**src/rtl/uart_rx_if.sv**
```systemverilog
// Receiver-side signal bundle for uart_rx: serial line in, byte/strobe/status out.
// With UART_RX_PARITY_EN defined the bundle also carries parity_err.
interface uart_rx_if;
    logic       rx;
    logic [7:0] data;
    logic       valid;
    logic       frame_err;
    logic       busy;
`ifdef UART_RX_PARITY_EN
    logic       parity_err;

    modport master (input rx, output data, valid, frame_err, busy, parity_err);
    modport slave  (output rx, input data, valid, frame_err, busy, parity_err);
`else
    modport master (input rx, output data, valid, frame_err, busy);
    modport slave  (output rx, input data, valid, frame_err, busy);
`endif
endinterface

```
**src/rtl/uart_rx.sv**
```systemverilog
// 8N1 UART receiver: 2-flop synchronizer, mid-bit sampling via per-bit counter.
// Optional even-parity bit (8E1) when UART_RX_PARITY_EN is defined.
module uart_rx #(
    parameter int CLKS_PER_BIT = 1250,
    parameter int HALF_BIT     = CLKS_PER_BIT / 2
) (
    input  logic        clk_i,
    input  logic        rst_ni,
    uart_rx_if.master   bus
);
    localparam int CW = $clog2(CLKS_PER_BIT);
    typedef logic [CW-1:0] cnt_t;
    localparam cnt_t BIT_LAST  = cnt_t'(CLKS_PER_BIT - 1);
    localparam cnt_t HALF_LAST = cnt_t'(HALF_BIT - 1);

    typedef enum logic [2:0] {
        S_IDLE, S_START, S_DATA, S_PARITY, S_STOP, S_BREAK
    } state_t;

    state_t     state_q;
    logic       rx_meta_q, rx_s_q;
    cnt_t       clk_cnt_q;
    logic [2:0] bit_cnt_q;
    logic [7:0] shift_q, data_q;
    logic       valid_q, ferr_q;
`ifdef UART_RX_PARITY_EN
    logic       par_bad_q, perr_q;
`endif

    always_ff @(posedge clk_i or negedge rst_ni) begin
        if (!rst_ni) begin
            state_q   <= S_IDLE;
            rx_meta_q <= 1'b1;
            rx_s_q    <= 1'b1;
            clk_cnt_q <= '0;
            bit_cnt_q <= '0;
            shift_q   <= '0;
            data_q    <= '0;
            valid_q   <= 1'b0;
            ferr_q    <= 1'b0;
`ifdef UART_RX_PARITY_EN
            par_bad_q <= 1'b0;
            perr_q    <= 1'b0;
`endif
        end else begin
            rx_meta_q <= bus.rx;
            rx_s_q    <= rx_meta_q;
            valid_q   <= 1'b0;
            ferr_q    <= 1'b0;
`ifdef UART_RX_PARITY_EN
            perr_q    <= 1'b0;
`endif
            case (state_q)
                S_IDLE: begin
                    if (!rx_s_q) begin
                        state_q   <= S_START;
                        clk_cnt_q <= '0;
                    end
                end
                // Re-check the line at the start-bit centre to reject glitches.
                S_START: begin
                    if (clk_cnt_q == HALF_LAST) begin
                        clk_cnt_q <= '0;
                        bit_cnt_q <= '0;
                        state_q   <= rx_s_q ? S_IDLE : S_DATA;
                    end else begin
                        clk_cnt_q <= clk_cnt_q + cnt_t'(1);
                    end
                end
                S_DATA: begin
                    if (clk_cnt_q == BIT_LAST) begin
                        clk_cnt_q          <= '0;
                        shift_q[bit_cnt_q] <= rx_s_q;
                        bit_cnt_q          <= bit_cnt_q + 3'd1;
                        if (bit_cnt_q == 3'd7) begin
`ifdef UART_RX_PARITY_EN
                            state_q <= S_PARITY;
`else
                            state_q <= S_STOP;
`endif
                        end
                    end else begin
                        clk_cnt_q <= clk_cnt_q + cnt_t'(1);
                    end
                end
`ifdef UART_RX_PARITY_EN
                S_PARITY: begin
                    if (clk_cnt_q == BIT_LAST) begin
                        clk_cnt_q <= '0;
                        par_bad_q <= (^shift_q) ^ rx_s_q;
                        state_q   <= S_STOP;
                    end else begin
                        clk_cnt_q <= clk_cnt_q + cnt_t'(1);
                    end
                end
`endif
                // Decide at the stop-bit centre; the remaining half stop bit is left to IDLE.
                S_STOP: begin
                    if (clk_cnt_q == BIT_LAST) begin
                        clk_cnt_q <= '0;
`ifdef UART_RX_PARITY_EN
                        perr_q    <= par_bad_q;
                        if (rx_s_q) begin
                            if (!par_bad_q) begin
                                data_q  <= shift_q;
                                valid_q <= 1'b1;
                            end
                            state_q <= S_IDLE;
                        end else begin
                            ferr_q  <= 1'b1;
                            state_q <= S_BREAK;
                        end
`else
                        if (rx_s_q) begin
                            data_q  <= shift_q;
                            valid_q <= 1'b1;
                            state_q <= S_IDLE;
                        end else begin
                            ferr_q  <= 1'b1;
                            state_q <= S_BREAK;
                        end
`endif
                    end else begin
                        clk_cnt_q <= clk_cnt_q + cnt_t'(1);
                    end
                end
                S_BREAK: begin
                    if (rx_s_q) state_q <= S_IDLE;
                end
                default: state_q <= S_IDLE;
            endcase
        end
    end

    assign bus.data      = data_q;
    assign bus.valid     = valid_q;
    assign bus.frame_err = ferr_q;
    assign bus.busy      = (state_q != S_IDLE);
`ifdef UART_RX_PARITY_EN
    assign bus.parity_err = perr_q;
`endif

endmodule

```
**src/flat_wrapper.sv**
```systemverilog
// flat-port wrapper written by rule: the top's interface ports become plain ports
module uart_rx_flat 
#(
    parameter int CLKS_PER_BIT = 1250,
    parameter int HALF_BIT     = CLKS_PER_BIT / 2
)
  (clk_i, rst_ni, bus_rx, bus_data, bus_valid, bus_frame_err, bus_busy);
  uart_rx_if bus_i ();
  input  logic clk_i;
  input  logic rst_ni;
  input wire logic [$bits(bus_i.rx)-1:0] bus_rx;
  output wire logic [$bits(bus_i.data)-1:0] bus_data;
  output wire logic [$bits(bus_i.valid)-1:0] bus_valid;
  output wire logic [$bits(bus_i.frame_err)-1:0] bus_frame_err;
  output wire logic [$bits(bus_i.busy)-1:0] bus_busy;
  assign bus_i.rx = bus_rx;
  assign bus_data = bus_i.data;
  assign bus_valid = bus_i.valid;
  assign bus_frame_err = bus_i.frame_err;
  assign bus_busy = bus_i.busy;
  uart_rx #(.CLKS_PER_BIT(CLKS_PER_BIT), .HALF_BIT(HALF_BIT)) u_core (.clk_i(clk_i), .rst_ni(rst_ni), .bus(bus_i));
endmodule
```
**config.mk**
```make
export PLATFORM = sky130hd
export DESIGN_NAME = uart_rx_flat
export DESIGN_NICKNAME = d
export VERILOG_FILES = /design/src/rtl/uart_rx_if.sv /design/src/rtl/uart_rx.sv /design/src/flat_wrapper.sv
export SDC_FILE = /design/constraint.sdc
export NUM_CORES = 1
export LEC_CHECK = 0
export CAP_MARGIN = 20
export CELL_PAD_IN_SITES_DETAIL_PLACEMENT = 1
export CELL_PAD_IN_SITES_GLOBAL_PLACEMENT = 2
export CORE_ASPECT_RATIO = 1.4
export CORE_UTILIZATION = 41
export CTS_CLUSTER_SIZE = 24
export DETAILED_ROUTE_END_ITERATION = 10
export DONT_BUFFER_PORTS = 1
export PLACE_DENSITY_LB_ADDON = 0.15
export SKIP_CTS_REPAIR_TIMING = 1
export SLEW_MARGIN = 20
export SYNTH_ARGS = -nofsm -noshare
export SYNTH_HDL_FRONTEND = slang
export SYNTH_SLANG_ARGS = --single-unit
```
**constraint.sdc**
```tcl
create_clock -name clk_i -period 2.9 [get_ports clk_i]
set_input_delay 0.58 -clock clk_i [delete_from_list [all_inputs] [get_ports clk_i]]
set_output_delay 0.58 -clock clk_i [all_outputs]
set_load 0.005 [all_outputs]
```
**Clock network drawn from the DEF**

(6 px per um)
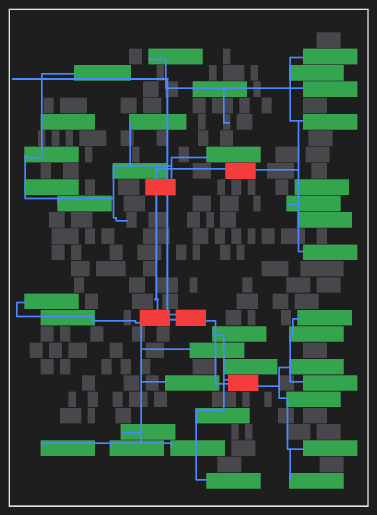
flip-flops -> green  # count 37
clock drivers -> red  # count 5
clock wires -> blue  # length 472 um
routed clock nets = 6

**Placed cells, one color a class**

(4 px per um) Fill, decap, tap and diode cells in gray.
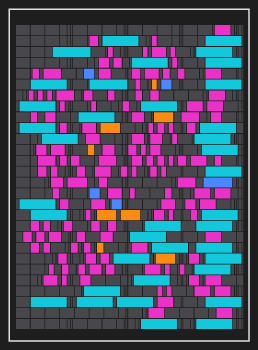
sequential cells -> cyan  # cells 37
combinational and other logic -> magenta  # cells 132
clock drivers and dummy loads -> orange  # cells 8
remaining buffers and delay cells -> blue  # cells 5
utilization after layout: 47.75%
total core area: 4344 sq um

==> run notes <==
Implementation numbers.

- Per the post-route antenna check, the number of violating nets is 0.
- As reported, the later end of the worst-skew pair has a clock insertion delay of 0.28 ns.
- Counting pins that exceed their max-slew limit in the final report gives 0.
- The fraction of final layout cells with drive strength greater than 1 is 23.63%.
- The area growth from synthesis to layout is 9.151%.
- The post-detailed-placement half-perimeter wirelength is about 2900 um.
- Data on the critical path is required at its endpoint by 3.07 ns.
- The flow ran to the end, and the final reports show no timing, DRC or antenna violations.
- Yosys instantiated no cell more often than sky130_fd_sc_hd__dfrtp_1.
- In this run the critical path is formed by or4b_4 -> or4_4 -> a22oi_2 -> nor3_1 -> a311o_1.
- On the worst setup and hold paths after CTS, the clock-pin slew comes to 0.07 ns.
- The start-to-end type of the worst setup path is flop to flop.
- The min-delay analysis places its worst path in the category input pin to asynchronous set/reset pin.
- The script parses the final routing iteration and logs DRC violations as 0.
- The number of buffers on the longest clock path is 2.
- The net count after synthesis is 184.
- In this design, the stage delay of the slowest critical-path cell is 0.56 ns.
- The fraction of synthesized area in multiplexers is a little under an eighth.
- OpenSTA, run right after detailed placement, puts the worst setup slack at 0.3359 ns.
- In the layout the commonest cells are sky130_fd_sc_hd__dfrtp_1 (35), sky130_fd_sc_hd__mux2_2 (18), sky130_fd_sc_hd__nand2_1 (14).
- The instance count of the mapped netlist is 176.
- The worst setup path is launched from a flop.
- The final tally of hold violations is 0.
- The share of synthesized registers carrying an async set or reset is 100.0%.
- Looking at the VDD voltage map, the peak drop is 0.2707 mV.
- With fillers left out, the area of the finished cells amounts to 2074 sq um.
- Global routing finished with a remaining overflow of 0.
- The largest net degree at the start of global routing is 38.
- The final timing summary puts the cycle share of the worst path at 89.08%.
- Among cell families on the critical path, the largest total delay comes from simple AND/OR/NAND/NOR gates.
- The average wire per cell in the routed design is ~17 um.
- The floorplan step defined a die boundary enclosing 4916 sq um.
- The number of nets in the final layout is 189.
- The run reported a max-capacitance violation count of 0.
- The total global-route track usage is 19.09%.
- The routability-driven placement congestion ratio is approximately 0.75.
- The worst-margin pin slew is 0.5620 ns.
- After layout, the design draws a total of 0.0008776 W.
- Summing the areas of all fa, ha and maj instances in the mapped netlist gives under 10% of the synthesized area.
- Measured against its own limit, the worst slew margin works out to between 60% and 70%.
- Setup repair after global routing left no endpoint under its margin.
**Ports around the boundary**

(3 px per um) Pins as bars across the die edge, other pins in gray.
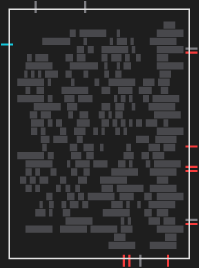
bus_data -> red  # pins 8, direction output, edge 5 east, 3 south
clk_i -> cyan  # pins 1, direction input, edge west

**The metal 2 layer**

(4 px per um)
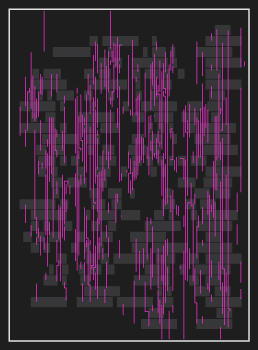
share of all routed wire = 57%
nets with wire on the layer = 171
longest straight run = 69.5 um
main direction = vertical
wire length on this layer = 2320 um
Total Wirelength: 4080 um
via count: 1356
met2 Resource Use GR: 35.96%

## flip-flops by register name, indices dropped and copies added (netlist names)
| register | flops |
|---|---|
| u_core.rx_meta_q | 1 |
| u_core.bus.data | 8 |
| u_core.shift_q | 8 |
| u_core.bus.frame_err | 1 |
| u_core.rx_s_q | 1 |
| u_core.bus.valid | 1 |
| u_core.clk_cnt_q | 11 |
| u_core.bit_cnt_q | 3 |
| u_core.state_q | 3 |
## metal layers
layer,wire [um],up-vias,GRT usage (%)
li1,-,648,-
met4,61,0,8.372
met2,2319,15,35.96
met3,73,5,3.738
met5,0,-,0
met1,1625,688,20.14
## final cells by class
cell class | count | area [sq um]
Tap cell | 60 | 75.07
Inverter | 8 | 30.03
Multi-Input combinational cell | 124 | 908.4
Sequential cell | 37 | 928.4
Clock buffer | 6 | 72.57
Timing Repair Buffer | 5 | 50.05
Clock inverter | 2 | 10.01
Fill cell | 493 | 2270
## worst paths after layout
path	from	end	slack (ns)	cells past startpoint
max	u_core.clk_cnt_q[3]	u_core.clk_cnt_q[3]	0.32	5
min	rst_ni	u_core.bus.data[4]	0.13	1
max reg2reg	u_core.clk_cnt_q[3]	u_core.clk_cnt_q[3]	0.32	5
min reg2reg	u_core.rx_meta_q	u_core.rx_s_q	0.36	0
max in group asynchronous	rst_ni	u_core.bus.valid	2.59	1
min in group clk_i	bus_rx	u_core.rx_meta_q	0.29	0
## report_power, final
part           total [W]  switching [W]  internal, W
clock network   0.000343       0.000176     0.000167
logic          0.0000130     0.00000954   0.00000347
registers       0.000522     0.00000327     0.000518
Power is estimated from default activity; no workload was simulated.
